===== src/rtl/z80_bus_arbiter_if.sv =====
// z80_bus_arbiter_if
//   Handshake bundle between the Z80 bus arbiter and its environment
//   (DMA requester, z80 core BUSRQ/BUSAK pins, error clear).
//   master : arbiter side (drives grant/busrq/status, reads requests)
//   slave  : environment side (drives requests/ack, reads grant/status)
interface z80_bus_arbiter_if;
  logic cen;
  logic dma_req;
  logic dma_done;
  logic dma_gnt;
  logic busrq_n;
  logic busak_n;
  logic preempt;
  logic err_timeout;
  logic err_lost;
  logic err_clr;
  logic busy;

  modport master (
    input  cen, dma_req, dma_done, busak_n, err_clr,
    output dma_gnt, busrq_n, preempt, err_timeout, err_lost, busy
  );

  modport slave (
    output cen, dma_req, dma_done, busak_n, err_clr,
    input  dma_gnt, busrq_n, preempt, err_timeout, err_lost, busy
  );
endinterface


===== src/rtl/z80_bus_arbiter.sv =====
// z80_bus_arbiter
//   Shares the Z80 external bus between the CPU and one DMA requester via
//   BUSRQ/BUSAK, with an ack timeout, a grant hold limit and a minimum CPU
//   ownership gap after each release.
// Ports
//   clk    in  single clock (same as the z80 core)
//   reset  in  asynchronous, active-high reset
//   bus    z80_bus_arbiter_if.master: cen, dma_req, dma_done, busak_n,
//          err_clr in; dma_gnt, busrq_n, preempt, err_timeout, err_lost,
//          busy out (all outputs registered)
//
// state     | meaning
// S_IDLE    | CPU owns bus, waiting for dma_req
// S_REQ     | busrq_n low, waiting for busak_n (bounded by ACK_TIMEOUT)
// S_GRANT   | requester owns bus (bounded by HOLD_MAX)
// S_RELEASE | busrq_n high, waiting for core to take the bus back
// S_GAP     | CPU guaranteed MIN_GAP cycles before a new request
module z80_bus_arbiter #(
  parameter int ACK_TIMEOUT = 64,
  parameter int HOLD_MAX    = 256,
  parameter int MIN_GAP     = 4
) (
  input  logic              clk,
  input  logic              reset,
  z80_bus_arbiter_if.master bus
);

  // One shared counter: only one phase is ever being timed, and it is
  // cleared on every state change.
  localparam int CMAX_AH = (ACK_TIMEOUT > HOLD_MAX) ? ACK_TIMEOUT : HOLD_MAX;
  localparam int CMAX    = (CMAX_AH > MIN_GAP) ? CMAX_AH : MIN_GAP;
  localparam int CW      = $clog2(CMAX + 1);

  localparam logic [CW-1:0] L_ACK_LAST  = CW'(ACK_TIMEOUT - 1);
  localparam logic [CW-1:0] L_HOLD_LAST = CW'(HOLD_MAX - 1);
  localparam logic [CW-1:0] L_GAP_LAST  = CW'((MIN_GAP > 0) ? MIN_GAP - 1 : 0);
  localparam logic [CW-1:0] L_CNT_SAT   = CW'(CMAX);

  typedef enum logic [2:0] {
    S_IDLE, S_REQ, S_GRANT, S_RELEASE, S_GAP
  } state_t;

  state_t        r_state;
  logic [CW-1:0] r_cnt;
  logic          r_busrq_n, r_dma_gnt, r_preempt, r_err_timeout, r_err_lost, r_busy;

  state_t w_state_nxt;
  logic   w_set_tmo, w_set_lost, w_preempt;

  // With no gap configured the CPU-side return path skips S_GAP entirely.
  localparam state_t L_AFTER_RELEASE = (MIN_GAP == 0) ? S_IDLE : S_GAP;

  always_comb begin
    w_state_nxt = r_state;
    w_set_tmo   = 1'b0;
    w_set_lost  = 1'b0;
    w_preempt   = 1'b0;
    case (r_state)
      S_IDLE: if (bus.dma_req) w_state_nxt = S_REQ;
      S_REQ: begin
        // A grant beats a same-cycle timeout; a withdrawn request is not an error.
        if (!bus.busak_n)              w_state_nxt = S_GRANT;
        else if (!bus.dma_req)         w_state_nxt = S_RELEASE;
        else if (r_cnt == L_ACK_LAST) begin
          w_state_nxt = S_RELEASE;
          w_set_tmo   = 1'b1;
        end
      end
      S_GRANT: begin
        if (bus.busak_n) begin
          w_state_nxt = L_AFTER_RELEASE;
          w_set_lost  = 1'b1;
        end else if (bus.dma_done || !bus.dma_req) begin
          w_state_nxt = S_RELEASE;
        end else if (r_cnt == L_HOLD_LAST) begin
          w_state_nxt = S_RELEASE;
          w_preempt   = 1'b1;
        end
      end
      S_RELEASE: if (bus.busak_n) w_state_nxt = L_AFTER_RELEASE;
      S_GAP:     if (r_cnt == L_GAP_LAST) w_state_nxt = S_IDLE;
      default:   w_state_nxt = S_IDLE;
    endcase
  end

  // Outputs are decoded from the next state so they change on the same edge
  // as the state itself.
  always_ff @(posedge clk or posedge reset) begin
    if (reset) begin
      r_state       <= S_IDLE;
      r_cnt         <= '0;
      r_busrq_n     <= 1'b1;
      r_dma_gnt     <= 1'b0;
      r_preempt     <= 1'b0;
      r_err_timeout <= 1'b0;
      r_err_lost    <= 1'b0;
      r_busy        <= 1'b0;
    end else if (bus.cen) begin
      r_state <= w_state_nxt;
      if (w_state_nxt != r_state) r_cnt <= '0;
      else if (r_cnt != L_CNT_SAT) r_cnt <= r_cnt + 1'b1;
      r_busrq_n <= !(w_state_nxt == S_REQ || w_state_nxt == S_GRANT);
      r_dma_gnt <= (w_state_nxt == S_GRANT);
      r_preempt <= w_preempt;
      r_busy    <= (w_state_nxt != S_IDLE);
      if (bus.err_clr) begin
        r_err_timeout <= 1'b0;
        r_err_lost    <= 1'b0;
      end else begin
        r_err_timeout <= r_err_timeout | w_set_tmo;
        r_err_lost    <= r_err_lost | w_set_lost;
      end
    end
  end

  assign bus.busrq_n     = r_busrq_n;
  assign bus.dma_gnt     = r_dma_gnt;
  assign bus.preempt     = r_preempt;
  assign bus.err_timeout = r_err_timeout;
  assign bus.err_lost    = r_err_lost;
  assign bus.busy        = r_busy;

endmodule


===== src/flat_wrapper.sv =====
// flat-port wrapper written by rule: the top's interface ports become plain ports
module z80_bus_arbiter_flat 
#(
  parameter int ACK_TIMEOUT = 64,
  parameter int HOLD_MAX    = 256,
  parameter int MIN_GAP     = 4
)
  (clk, reset, bus_cen, bus_dma_req, bus_dma_done, bus_busak_n, bus_err_clr, bus_dma_gnt, bus_busrq_n, bus_preempt, bus_err_timeout, bus_err_lost, bus_busy);
  z80_bus_arbiter_if bus_i ();
  input  logic clk;
  input  logic reset;
  input wire logic [$bits(bus_i.cen)-1:0] bus_cen;
  input wire logic [$bits(bus_i.dma_req)-1:0] bus_dma_req;
  input wire logic [$bits(bus_i.dma_done)-1:0] bus_dma_done;
  input wire logic [$bits(bus_i.busak_n)-1:0] bus_busak_n;
  input wire logic [$bits(bus_i.err_clr)-1:0] bus_err_clr;
  output wire logic [$bits(bus_i.dma_gnt)-1:0] bus_dma_gnt;
  output wire logic [$bits(bus_i.busrq_n)-1:0] bus_busrq_n;
  output wire logic [$bits(bus_i.preempt)-1:0] bus_preempt;
  output wire logic [$bits(bus_i.err_timeout)-1:0] bus_err_timeout;
  output wire logic [$bits(bus_i.err_lost)-1:0] bus_err_lost;
  output wire logic [$bits(bus_i.busy)-1:0] bus_busy;
  assign bus_i.cen = bus_cen;
  assign bus_i.dma_req = bus_dma_req;
  assign bus_i.dma_done = bus_dma_done;
  assign bus_i.busak_n = bus_busak_n;
  assign bus_i.err_clr = bus_err_clr;
  assign bus_dma_gnt = bus_i.dma_gnt;
  assign bus_busrq_n = bus_i.busrq_n;
  assign bus_preempt = bus_i.preempt;
  assign bus_err_timeout = bus_i.err_timeout;
  assign bus_err_lost = bus_i.err_lost;
  assign bus_busy = bus_i.busy;
  z80_bus_arbiter #(.ACK_TIMEOUT(ACK_TIMEOUT), .HOLD_MAX(HOLD_MAX), .MIN_GAP(MIN_GAP)) u_core (.clk(clk), .reset(reset), .bus(bus_i));
endmodule

===== config.mk =====
export PLATFORM = sky130hd
export DESIGN_NAME = z80_bus_arbiter_flat
export DESIGN_NICKNAME = d
export VERILOG_FILES = /design/src/rtl/z80_bus_arbiter_if.sv /design/src/rtl/z80_bus_arbiter.sv /design/src/flat_wrapper.sv
export SDC_FILE = /design/constraint.sdc
export NUM_CORES = 1
export LEC_CHECK = 0
export CORE_ASPECT_RATIO = 1.1
export CORE_MARGIN = 2
export CORE_UTILIZATION = 40
export CTS_CLUSTER_DIAMETER = 80
export DETAILED_ROUTE_END_ITERATION = 7
export SYNTH_ARGS = -nofsm -noshare
export SYNTH_HDL_FRONTEND = slang
export SYNTH_SLANG_ARGS = --single-unit
export TNS_END_PERCENT = 1

===== constraint.sdc =====
create_clock -name clk -period 2.15 [get_ports clk]
set_input_delay 0.3225 -clock clk [delete_from_list [all_inputs] [get_ports clk]]
set_output_delay 0.3225 -clock clk [all_outputs]
set_load 0.005 [all_outputs]

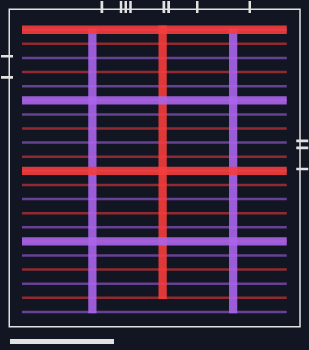
(floorplan with the power grid)
The bar under the picture is 20 um long. Pins as bars on the die edge.
legend:
  red:
    net: VDD
  purple:
    net: VSS
met1 rails: 21
signal pins: 13
met5 straps: 4
met4 straps: 3

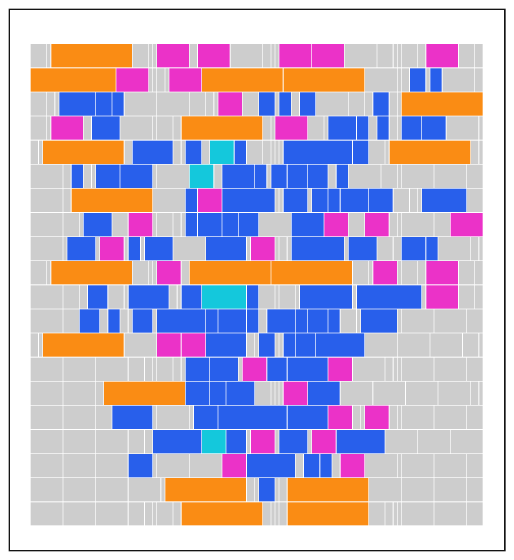
(cell classes on the final placement)
Fill, decap, tap and diode cells in gray.
legend:
  blue:
    class: all other logic
    cells: 95
  cyan:
    class: clock drivers and dummy loads
    cells: 4
  magenta:
    class: other buffers and delay cells
    cells: 32
  orange:
    class: flops
    cells: 18

==> results.txt <==
Status - finished with violations
Violated checks - negative setup slack
Stage-log warning count - 30
Setup_tns - -0.01298 ns
Clock share of power - 13.0%
Clock buffers and inverters, area share - 2.329%
Fraction of the mapped netlist area in simple logic gates - 22.19%
Number of nets in the layout - 160
Hold violation total from the final report - 0
Clock group power - 0.219 mW
Detailed placer's ending HPWL - 2045 um
# H-tree levels - 1
Logic gate fraction of the total cell area - 46.51%
Per-instance average area after synthesis - 9.741 sq um
Post-synth EDFFs - 0
Worst hold slack - 0.4228 ns
Slew @ Worst Pin - 0.7149 ns
Met1 WL - 1355 um
Placement Cell Area - 1415 sq um
Register with the most flip-flops - u_core.r_cnt
Floorplan utilization - 42.43%
Net switching power of the design - 0.6944 mW
Library cell with the highest instance count after synthesis - dfrtp_1
Part of the power in registers - 31.2%
Number of nets at floorplan - 131
Number of search-and-repair iterations in the first detailed-routing pass - 4
Ratio of cells with drive above 1 in the final layout - 34.90%
Leading registers by flop count - u_core.r_cnt: 9 flops, u_core.r_state: 3 flops
Area fraction in mux cells - 0.9554%
Final worst path period need - 2.162 ns
Arrival time of the worst setup path - 2.40 ns
Final clock skew - 0.003446 ns
Layout buffer count excluding clock buffers - 32
Most Crowded Layer GR - met2
Path category of the worst min-delay check - in -> async
Area-dominant cell class after layout - combinational gates
Number of instances resized during post-cts repair - 14
Initial antenna violation count - 0
Highest metal layer with signal wires - met4
Setup-violating endpoint count in the final report - 2
GPL Wtd Cong - 0.7755
Post-route setup slack - -0.01175 ns
Power figures rest on the tool's default switching activity, not on a simulated workload.
